Figure 1. Placed standard cells.
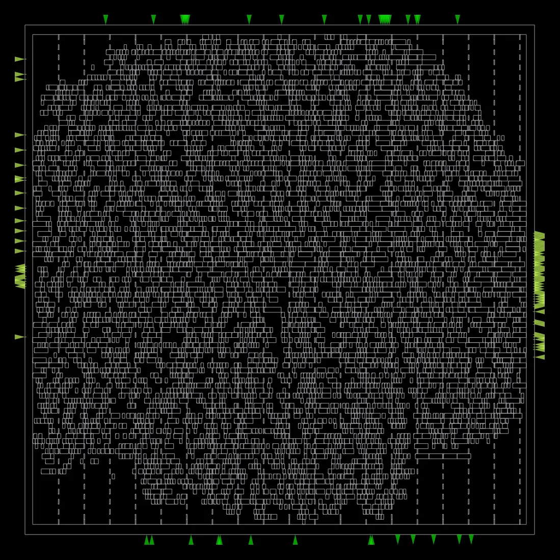
Figure 2. The metal 3 layer.
The bar under the picture is 100 um long.
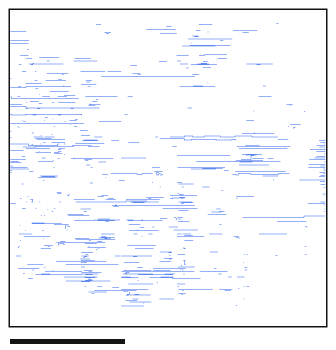
$ cat src/rtl/pipelined_multiplier.sv
// ---------------------------------------------------------------------------
// pipelined_multiplier
//
// Fully pipelined unsigned shift-add multiplier producing the low DATA_LEN
// bits of a*b. The multiplier operand b is split into PIPELINE_STAGE slices
// of SLICE_W = ceil(DATA_LEN/PIPELINE_STAGE) bits. Each stage adds the
// partial products for its slice and registers the result. A new operand
// pair is accepted every clock, and the latency is PIPELINE_STAGE clocks.
//
// Parameters:
//   DATA_LEN        operand/result width in bits (>= 2)
//   PIPELINE_STAGE  register stages = latency in clocks (1..DATA_LEN)
//
// Ports:
//   clk       in   rising-edge clock
//   reset     in   synchronous, active-high; clears every stage register
//   a         in   [DATA_LEN-1:0] multiplicand, unsigned
//   b         in   [DATA_LEN-1:0] multiplier, unsigned
//   result    out  [DATA_LEN-1:0] (a*b) mod 2^DATA_LEN, last stage register
//   overflow  out  1 when the full product does not fit in DATA_LEN bits
//                  (present only when MULT_OVERFLOW_FLAG_EN is defined)
//
// Optional feature macro: MULT_OVERFLOW_FLAG_EN
//   When this macro is defined, the accumulators widen to 2*DATA_LEN bits
//   and the overflow port is added. The overflow flag comes from the upper
//   half of the last stage accumulator, so it lines up with result.
// ---------------------------------------------------------------------------
module pipelined_multiplier #(
    parameter int DATA_LEN       = 32,
    parameter int PIPELINE_STAGE = 2
) (
    input  logic                clk,
    input  logic                reset,
    input  logic [DATA_LEN-1:0] a,
    input  logic [DATA_LEN-1:0] b,
`ifdef MULT_OVERFLOW_FLAG_EN
    output logic                overflow,
`endif
    output logic [DATA_LEN-1:0] result
);

    localparam int SLICE_W = (DATA_LEN + PIPELINE_STAGE - 1) / PIPELINE_STAGE;
`ifdef MULT_OVERFLOW_FLAG_EN
    localparam int ACC_W = 2 * DATA_LEN;
`else
    localparam int ACC_W = DATA_LEN;
`endif

    // An illegal configuration stops elaboration.
    generate
        if ((DATA_LEN < 2) || (PIPELINE_STAGE < 1) || (PIPELINE_STAGE > DATA_LEN)) begin : g_bad_cfg
            $error("pipelined_multiplier: PIPELINE_STAGE must be 1..DATA_LEN and DATA_LEN >= 2");
        end
    endgenerate

    // Adds the partial products for the b bits owned by slice stage_idx
    // onto acc_v. Bits outside the slice contribute nothing. Because of
    // this, a narrow last slice and any slice past DATA_LEN need no extra
    // handling.
    function automatic logic [ACC_W-1:0] slice_sum(
        input logic [DATA_LEN-1:0] a_v,
        input logic [DATA_LEN-1:0] b_v,
        input logic [ACC_W-1:0]    acc_v,
        input int                  stage_idx
    );
        logic [ACC_W-1:0] sum_v;
        logic [ACC_W-1:0] a_ext_v;
        sum_v   = acc_v;
        a_ext_v = ACC_W'(a_v);
        for (int j = 0; j < DATA_LEN; j++) begin
            if ((j >= stage_idx * SLICE_W) && (j < (stage_idx + 1) * SLICE_W) && b_v[j]) begin
                sum_v = sum_v + (a_ext_v << j);
            end else begin
                sum_v = sum_v;
            end
        end
        return sum_v;
    endfunction

    // Stage registers: a carried copy of a, the b operand, and the running sum.
    logic [DATA_LEN-1:0] a_r        [PIPELINE_STAGE];
    logic [DATA_LEN-1:0] b_r        [PIPELINE_STAGE];
    logic [ACC_W-1:0]    acc_r      [PIPELINE_STAGE];

    // Stage inputs and the combinational sum for each stage.
    logic [DATA_LEN-1:0] a_in_s     [PIPELINE_STAGE];
    logic [DATA_LEN-1:0] b_in_s     [PIPELINE_STAGE];
    logic [ACC_W-1:0]    acc_in_s   [PIPELINE_STAGE];
    logic [ACC_W-1:0]    acc_next_s [PIPELINE_STAGE];

    // Stage input selection and per-stage partial-product addition.
    // Stage 0 takes the ports and a zero sum; the later stages take the
    // registers of the stage before them.
    always_comb begin
        for (int g = 0; g < PIPELINE_STAGE; g++) begin
            a_in_s[g]     = {DATA_LEN{1'b0}};
            b_in_s[g]     = {DATA_LEN{1'b0}};
            acc_in_s[g]   = {ACC_W{1'b0}};
            acc_next_s[g] = {ACC_W{1'b0}};
        end
        for (int g = 0; g < PIPELINE_STAGE; g++) begin
            if (g == 0) begin
                a_in_s[g]   = a;
                b_in_s[g]   = b;
                acc_in_s[g] = {ACC_W{1'b0}};
            end else begin
                a_in_s[g]   = a_r[g-1];
                b_in_s[g]   = b_r[g-1];
                acc_in_s[g] = acc_r[g-1];
            end
            acc_next_s[g] = slice_sum(a_in_s[g], b_in_s[g], acc_in_s[g], g);
        end
    end

    // Pipeline registers. Reset clears every stage, which drops all products in flight.
    always_ff @(posedge clk) begin
        if (reset) begin
            for (int g = 0; g < PIPELINE_STAGE; g++) begin
                a_r[g]   <= {DATA_LEN{1'b0}};
                b_r[g]   <= {DATA_LEN{1'b0}};
                acc_r[g] <= {ACC_W{1'b0}};
            end
        end else begin
            for (int g = 0; g < PIPELINE_STAGE; g++) begin
                a_r[g]   <= a_in_s[g];
                b_r[g]   <= b_in_s[g];
                acc_r[g] <= acc_next_s[g];
            end
        end
    end

    assign result = acc_r[PIPELINE_STAGE-1][DATA_LEN-1:0];

`ifdef MULT_OVERFLOW_FLAG_EN
    assign overflow = |acc_r[PIPELINE_STAGE-1][ACC_W-1:DATA_LEN];
`endif

endmodule

$ cat config.mk
export PLATFORM = sky130hd
export DESIGN_NAME = pipelined_multiplier
export DESIGN_NICKNAME = d
export VERILOG_FILES = /design/src/rtl/pipelined_multiplier.sv
export SDC_FILE = /design/constraint.sdc
export NUM_CORES = 1
export LEC_CHECK = 0
export ABC_AREA = 1
export ABC_CLOCK_PERIOD_IN_PS = 46900
export CAP_MARGIN = 20
export CORE_MARGIN = 4
export CORE_UTILIZATION = 45
export CTS_BUF_LIST = sky130_fd_sc_hd__clkbuf_16
export DETAILED_ROUTE_END_ITERATION = 10
export DONT_BUFFER_PORTS = 1
export PLACE_DENSITY = 0.62
export SETUP_SLACK_MARGIN = 0.02
export SYNTH_ARGS = -nofsm -noshare
export SYNTH_HDL_FRONTEND = slang
export SYNTH_SLANG_ARGS = --single-unit
$ cat constraint.sdc
create_clock -name clk -period 46.9 [get_ports clk]
set_input_delay 4.69 -clock clk [delete_from_list [all_inputs] [get_ports clk]]
set_output_delay 4.69 -clock clk [all_outputs]
set_load 0.02 [all_outputs]
==> notes.md <==
This memo summarizes the results of the implementation run.

Outcome
The run finished with clean final reports.

Final layout
The number of diodes added for antenna fixing is 1. By area, the class that comes first in the final layout consists of multi-input combinational cells. In the final layout, excluding clock inverters the inverter count is between 700 and 800. The top cell types in the final layout, fill and taps aside, are sky130_fd_sc_hd__nand2_1 (1403), sky130_fd_sc_hd__inv_1 (765), sky130_fd_sc_hd__nand3_1 (551). In the final layout, clock buffers and inverters account for less than 1% of the cell area. After the flow finishes, the layout carries non-filler instances totaling 6430. Sequential cells make up about 5.8% of the cell area.

The layout clock buffer count is 9. The summed area of non-filler cells in the final layout is approximately 33000 um^2. The layout report lists the multi-input gate area as approximately 27000 um^2. The fraction of final layout cells with drive strength greater than 1 is roughly 4.3%. The final layout net count is 6044. The area added between synthesis and finish is 3.68%.

Critical path
The sum of buffers and inverters on the critical path is 14. The capture point of the worst register-to-register path is recorded as acc_r[0][63]. OpenSTA lists the critical path endpoint as acc_r[0][31]. The setup slack of the most critical reg-to-reg path is ~31 ns.

The data required time of the critical path is approximately 47 ns. The type of element capturing the critical path is a flop. The start point of the critical path is b[0].

Among all stages on the critical path, the largest delay is contributed by sky130_fd_sc_hd__nor4_1. STA classifies the critical path startpoint as an input port. The most frequent cell on the critical path is sky130_fd_sc_hd__nand2_1. The worst reg-to-reg path cell count is roughly 94.

On the worst path, the slowest cell contributes a delay of around 0.48 ns. The cell count along the critical path is 131. Looking at the reg2reg group, the worst path starts from a_r[0][4]. The maximum fanout along the worst path is 38.

Detailed routing
The routed wire length is 103000 um. Dividing the detail-routed wire length by the instance count gives 16.1 um. The detailed-routed wire length on met2 is 45300 um.

The iteration count of the initial detailed-routing pass is 5. The highest metal layer used by the detailed router is met4. The detailed router finished its first iteration with approximately 2200 violations. The via density per instance is approximately 5.4. Nets still carrying antenna violations after routing amount to 0.

Power and ir drop
The leakage component of the power is around 18 nW.

Floorplanning
The die area is between 70000 and 80000 um^2. The die outline height is 274 um. The floorplan has approximately 97 rows.

Place
The placement stage leaves a total instance area of between 30000 and 40000 um^2. At the placement stage, the worst setup path has a slack of 21.01 ns. The detailed placer's ending HPWL is roughly 85000 um. The buffer_ports step reported a buffer count of 0. The cell count after placement is about 6400.

Logic synthesis
For reference, the top cells by area after synthesis are sky130_fd_sc_hd__ha_1 (18%), sky130_fd_sc_hd__nand2_1 (16%), sky130_fd_sc_hd__inv_1 (9.0%). In the synthesis report, Yosys lists the chip area as approximately 32000 um^2. The mean instance size in the synthesized netlist is roughly 5.7 um^2.

The largest total area in the synthesized netlist belongs to sky130_fd_sc_hd__ha_1. By count the netlist is led by sky130_fd_sc_hd__nand2_1 (1403), sky130_fd_sc_hd__inv_1 (765), sky130_fd_sc_hd__nand3_1 (551). The number of synthesis warnings is 0.

The most used flip-flop cell after synthesis is sky130_fd_sc_hd__dfxtp_1. The register area share after synthesis is ~6.0%. The number of nets handed over by synthesis was between 6000 and 7000. The number of different library cells in the post-synthesis netlist is 62. The post-synthesis xor/xnor area fraction is roughly 6.5%. For reference, simple AND, OR, NAND and NOR cells occupy a little under 40% of the area reported after synthesis. The async set-reset flop share out of synthesis is 0%. Synthesis produced a netlist whose cell count is 5558. The mux share of post-synthesis cell area is 0%.

The area of the mapped netlist is between 30000 and 40000 um^2. The area fraction of the largest cell type after synthesis is approximately 18%. The cell count in the Yosys report is about 5600. Among the non-sequential cells, simple AND/OR/NAND/NOR gates take the most area.

Final timing
The minimum clock period is 25.64 ns. The final max-slew violation count recorded for this run is 0. Checking max transition, the worst relative margin is a little under two fifths. Setup repair after global routing left no endpoint under its margin. Final hold analysis gives a worst-case slack of slightly above 0.4 ns.

Clocking
TritonCTS reports the number of clock sinks as about 96. The level count of the clock H-tree is 3. The number of hold buffers added after CTS was 0.

The clock slew at the register clock pins of the worst setup and hold paths is approximately 0.11 ns. TritonCTS built the clock tree. The number of setup buffers added after CTS is 0.

Global route
The global-route track usage on met3 is under 10%. The initial antenna violation count is 1. The maximum number of pins on one net before global-route repair is ~76.

Worst hold path
The start point of the worst min-delay path is acc_r[0][5]. Looking at the hold checks, the worst path lands on acc_r[0][37]. The type of the tightest min-delay check is reg -> reg.

Flow run
The total tool warning count is 32.
-- Figure 1 (at the start) --
area of the core: 70100 um^2
number of sequential cells: 96

-- Figure 2 (at the start) --
nets with wire on the layer: 340
share of all routed wire: 5.0%
main direction: horizontal
wire length on this layer: 5190 um
longest straight run: 81.0 um

==> logic make-up after synthesis <==
kind of cell,count (synthesis)
compound gates,1040
simple gates,2812
fa+ha+maj,494
flops,96
xor+xnor,236
buf+inv,880
==> report_power, final <==
group,total [mW],switching [mW],internal [mW]
logic,2.33,1.42,0.919
clock network,0.0857,0.0468,0.0389
registers,0.117,0.0175,0.0994
total,2.54,1.48,1.06
==> worst register-to-register path, delay by kind of cell (launching register included) <==
kind / cells / cell delay [ns]
compound gates: 17 / 3.38
xor+xnor: 8 / 1.58
fa+ha+maj: 15 / 4.77
buf+inv: 12 / 0.65
flops: 1 / 0.84
simple gates: 42 / 4.43
==> registers in the layout, indices dropped and copies added, names as in the netlist <==
register	cells
b_r	16
a_r	16
acc_r	64
Power and IR drop assume default switching activity.
